`src/rtl/div_arbiter2.sv`:
```
// Two-requester round-robin front end for one shared 32-bit divider, with a WAIT timeout.
// Optional macro DIV_ZERO_CHECK_EN: zero divisors are answered locally without using the divider.
module div_arbiter2 #(
  parameter int TIMEOUT = 64
) (
  input  logic        clk,
  input  logic        rst,
  input  logic        req0,
  input  logic        req1,
  input  logic [31:0] dvd0,
  input  logic [31:0] dvd1,
  input  logic [31:0] dvs0,
  input  logic [31:0] dvs1,
  output logic        gnt0,
  output logic        gnt1,
  output logic        done0,
  output logic        done1,
  output logic [31:0] quo,
  output logic [31:0] rem,
  output logic        err,
  output logic [31:0] div_a,
  output logic [31:0] div_b,
  output logic        div_start,
  input  logic [31:0] div_q,
  input  logic [31:0] div_r,
  input  logic        div_fin
);

  typedef enum logic [1:0] {
    IDLE = 2'd0,
    LOAD = 2'd1,
    WAIT = 2'd2,
    RESP = 2'd3
  } state_t;

  localparam int CW = (TIMEOUT < 2) ? 1 : $clog2(TIMEOUT + 1);

  state_t        state_q, state_d;
  logic          ptr_q, ptr_d;      // 0: requester 0 wins a tie
  logic          owner_q, owner_d;
  logic [31:0]   opa_q, opa_d;
  logic [31:0]   opb_q, opb_d;
  logic [CW-1:0] cnt_q, cnt_d;
  logic [31:0]   quo_q, quo_d;
  logic [31:0]   rem_q, rem_d;
  logic          err_q, err_d;

  logic          grant_s;
  logic          gsel_s;
  logic [31:0]   sel_dvd_s;
  logic [31:0]   sel_dvs_s;
  logic          zdiv_s;

  // Arbitration: only in IDLE; a tie goes to the pointer, a lone request always wins.
  always_comb begin
    grant_s = 1'b0;
    gsel_s  = 1'b0;
    if ((state_q == IDLE) && !rst) begin
      if (req0 && req1) begin
        grant_s = 1'b1;
        gsel_s  = ptr_q;
      end else if (req0) begin
        grant_s = 1'b1;
        gsel_s  = 1'b0;
      end else if (req1) begin
        grant_s = 1'b1;
        gsel_s  = 1'b1;
      end else begin
        grant_s = 1'b0;
        gsel_s  = 1'b0;
      end
    end else begin
      grant_s = 1'b0;
      gsel_s  = 1'b0;
    end
  end

  assign sel_dvd_s = gsel_s ? dvd1 : dvd0;
  assign sel_dvs_s = gsel_s ? dvs1 : dvs0;

`ifdef DIV_ZERO_CHECK_EN
  assign zdiv_s = grant_s && (sel_dvs_s == 32'd0);
`else
  assign zdiv_s = 1'b0;
`endif

  // Next-state and datapath updates for the transaction FSM.
  always_comb begin
    state_d = state_q;
    ptr_d   = ptr_q;
    owner_d = owner_q;
    opa_d   = opa_q;
    opb_d   = opb_q;
    cnt_d   = cnt_q;
    quo_d   = quo_q;
    rem_d   = rem_q;
    err_d   = err_q;
    case (state_q)
      IDLE: begin
        if (grant_s) begin
          owner_d = gsel_s;
          ptr_d   = ~gsel_s;
          opa_d   = sel_dvd_s;
          opb_d   = sel_dvs_s;
          cnt_d   = '0;
          if (zdiv_s) begin
            quo_d   = 32'hFFFF_FFFF;
            rem_d   = sel_dvd_s;
            err_d   = 1'b1;
            state_d = RESP;
          end else begin
            state_d = LOAD;
          end
        end else begin
          state_d = IDLE;
        end
      end
      LOAD: begin
        cnt_d   = '0;
        state_d = WAIT;
      end
      WAIT: begin
        // cnt_q counts completed WAIT cycles, so exiting at TIMEOUT-1 gives TIMEOUT cycles in WAIT.
        if (div_fin) begin
          quo_d   = div_q;
          rem_d   = div_r;
          err_d   = 1'b0;
          state_d = RESP;
        end else if (cnt_q == CW'(TIMEOUT - 1)) begin
          quo_d   = 32'd0;
          rem_d   = 32'd0;
          err_d   = 1'b1;
          state_d = RESP;
        end else begin
          cnt_d   = cnt_q + CW'(1);
          state_d = WAIT;
        end
      end
      RESP: begin
        state_d = IDLE;
      end
      default: begin
        state_d = IDLE;
      end
    endcase
  end

  // State, pointer, operand and result registers.
  always_ff @(posedge clk or posedge rst) begin
    if (rst) begin
      state_q <= IDLE;
      ptr_q   <= 1'b0;
      owner_q <= 1'b0;
      opa_q   <= 32'd0;
      opb_q   <= 32'd0;
      cnt_q   <= '0;
      quo_q   <= 32'd0;
      rem_q   <= 32'd0;
      err_q   <= 1'b0;
    end else begin
      state_q <= state_d;
      ptr_q   <= ptr_d;
      owner_q <= owner_d;
      opa_q   <= opa_d;
      opb_q   <= opb_d;
      cnt_q   <= cnt_d;
      quo_q   <= quo_d;
      rem_q   <= rem_d;
      err_q   <= err_d;
    end
  end

  assign gnt0      = grant_s & ~gsel_s;
  assign gnt1      = grant_s & gsel_s;
  assign done0     = (state_q == RESP) & ~owner_q;
  assign done1     = (state_q == RESP) & owner_q;
  assign div_start = (state_q == LOAD) | (state_q == WAIT);
  assign div_a     = opa_q;
  assign div_b     = opb_q;
  assign quo       = quo_q;
  assign rem       = rem_q;
  assign err       = err_q;

endmodule

```
`config.mk`:
```
export PLATFORM = sky130hd
export DESIGN_NAME = div_arbiter2
export DESIGN_NICKNAME = d
export VERILOG_FILES = /design/src/rtl/div_arbiter2.sv
export SDC_FILE = /design/constraint.sdc
export NUM_CORES = 1
export LEC_CHECK = 0
export CORE_AREA = 2 2 128 130
export CTS_BUF_LIST = sky130_fd_sc_hd__clkbuf_8
export CTS_CLUSTER_DIAMETER = 150
export DETAILED_ROUTE_END_ITERATION = 7
export DIE_AREA = 0 0 130 132
export PLACE_DENSITY = 0.84
export REMOVE_ABC_BUFFERS = 1
export SETUP_SLACK_MARGIN = 0.5
export SLEW_MARGIN = 20
export SYNTH_ARGS = -nofsm -noshare
export SYNTH_HDL_FRONTEND = slang
export SYNTH_SLANG_ARGS = --single-unit
```
`constraint.sdc`:
```
create_clock -name clk -period 7.2 [get_ports clk]
set_input_delay 1.44 -clock clk [delete_from_list [all_inputs] [get_ports clk]]
set_output_delay 1.44 -clock clk [all_outputs]
set_load 0.03 [all_outputs]
```
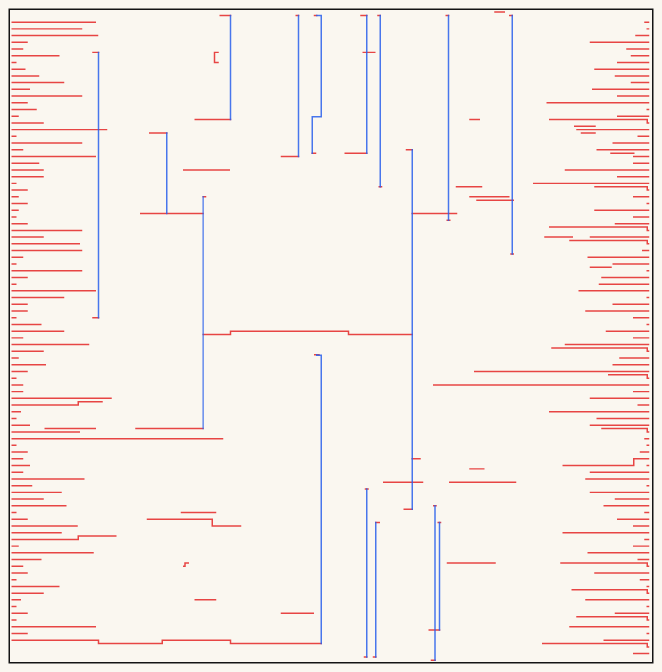
(images/metal_stack.png)
Only two layers are drawn.
legend:
  blue:
    layer: met4
    wire_length: 596 um
  red:
    layer: met3
    wire_length: 1780 um
Wirelength per Cell: 18.54 um
DR vias: 5072

==> flow_summary_export.csv <==
group,metric,value,unit
final_layout,final_area,9610,um2
setup_path,worstPathCellList,"clkdlybuf4s50_1 -> nor2b_1 -> o21ai_4 -> buf_4 -> nor2_4 -> clkdlybuf4s50_1",
cts,clk_pin_slew_worst_paths,0.08,ns
status,status,"complete, no violations",
place,place.gp.congestion,0.8260,
cts,cts-root-buf,"clkbuf_8",
setup_path,crit_cells,6,
final_timing,setup_viol,0,
cts,ctsLongestPathBuffers,2,
place,placedCellCount,952,
pwr,power.density,476.2,nW/um2
synth,ys_area,5757,um2
final_layout,regArea,3503,um2
synth,synth_cells,437,
final_timing,fin_ws,2.248,ns
final_layout,nFlopsAndLatches,140,
synth,yosys.area.top_type,"dfrtp_1",
hold_path,worstHoldEndpoint,"rem[13]",
final_layout,antenna_cells,0,
final_layout,comb_area_frac,0.2103,
pwr,switching_share,0.4115,
grt,grt_pass1_wl,27280,um
routing,wl_met2,8860,um
cts,clkSinkCount,140,
synth,ys_ff,140,
synth,ys_warn_count,0,
setup_path,end_kind,"output pin",
final_timing,rsz0062_at_grt,"false",
setup_path,worstSetupStartpointType,"input port",
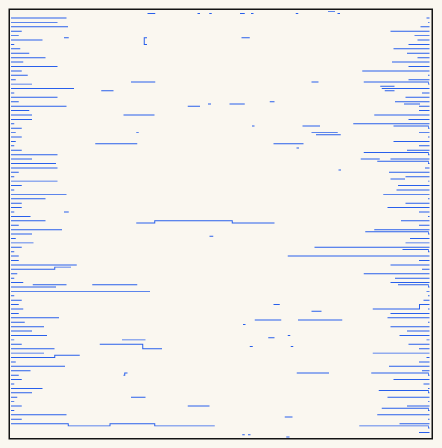
(images/met3.png)
main direction: horizontal
share of all routed wire: 9.8%
longest straight run: 43.5 um
nets with wire on the layer: 216
wire length on this layer: 1780 um
final wirelength: 18250 um
GR met3 Demand/Resource: 0.07305

Power is estimated from default activity; no workload was simulated.
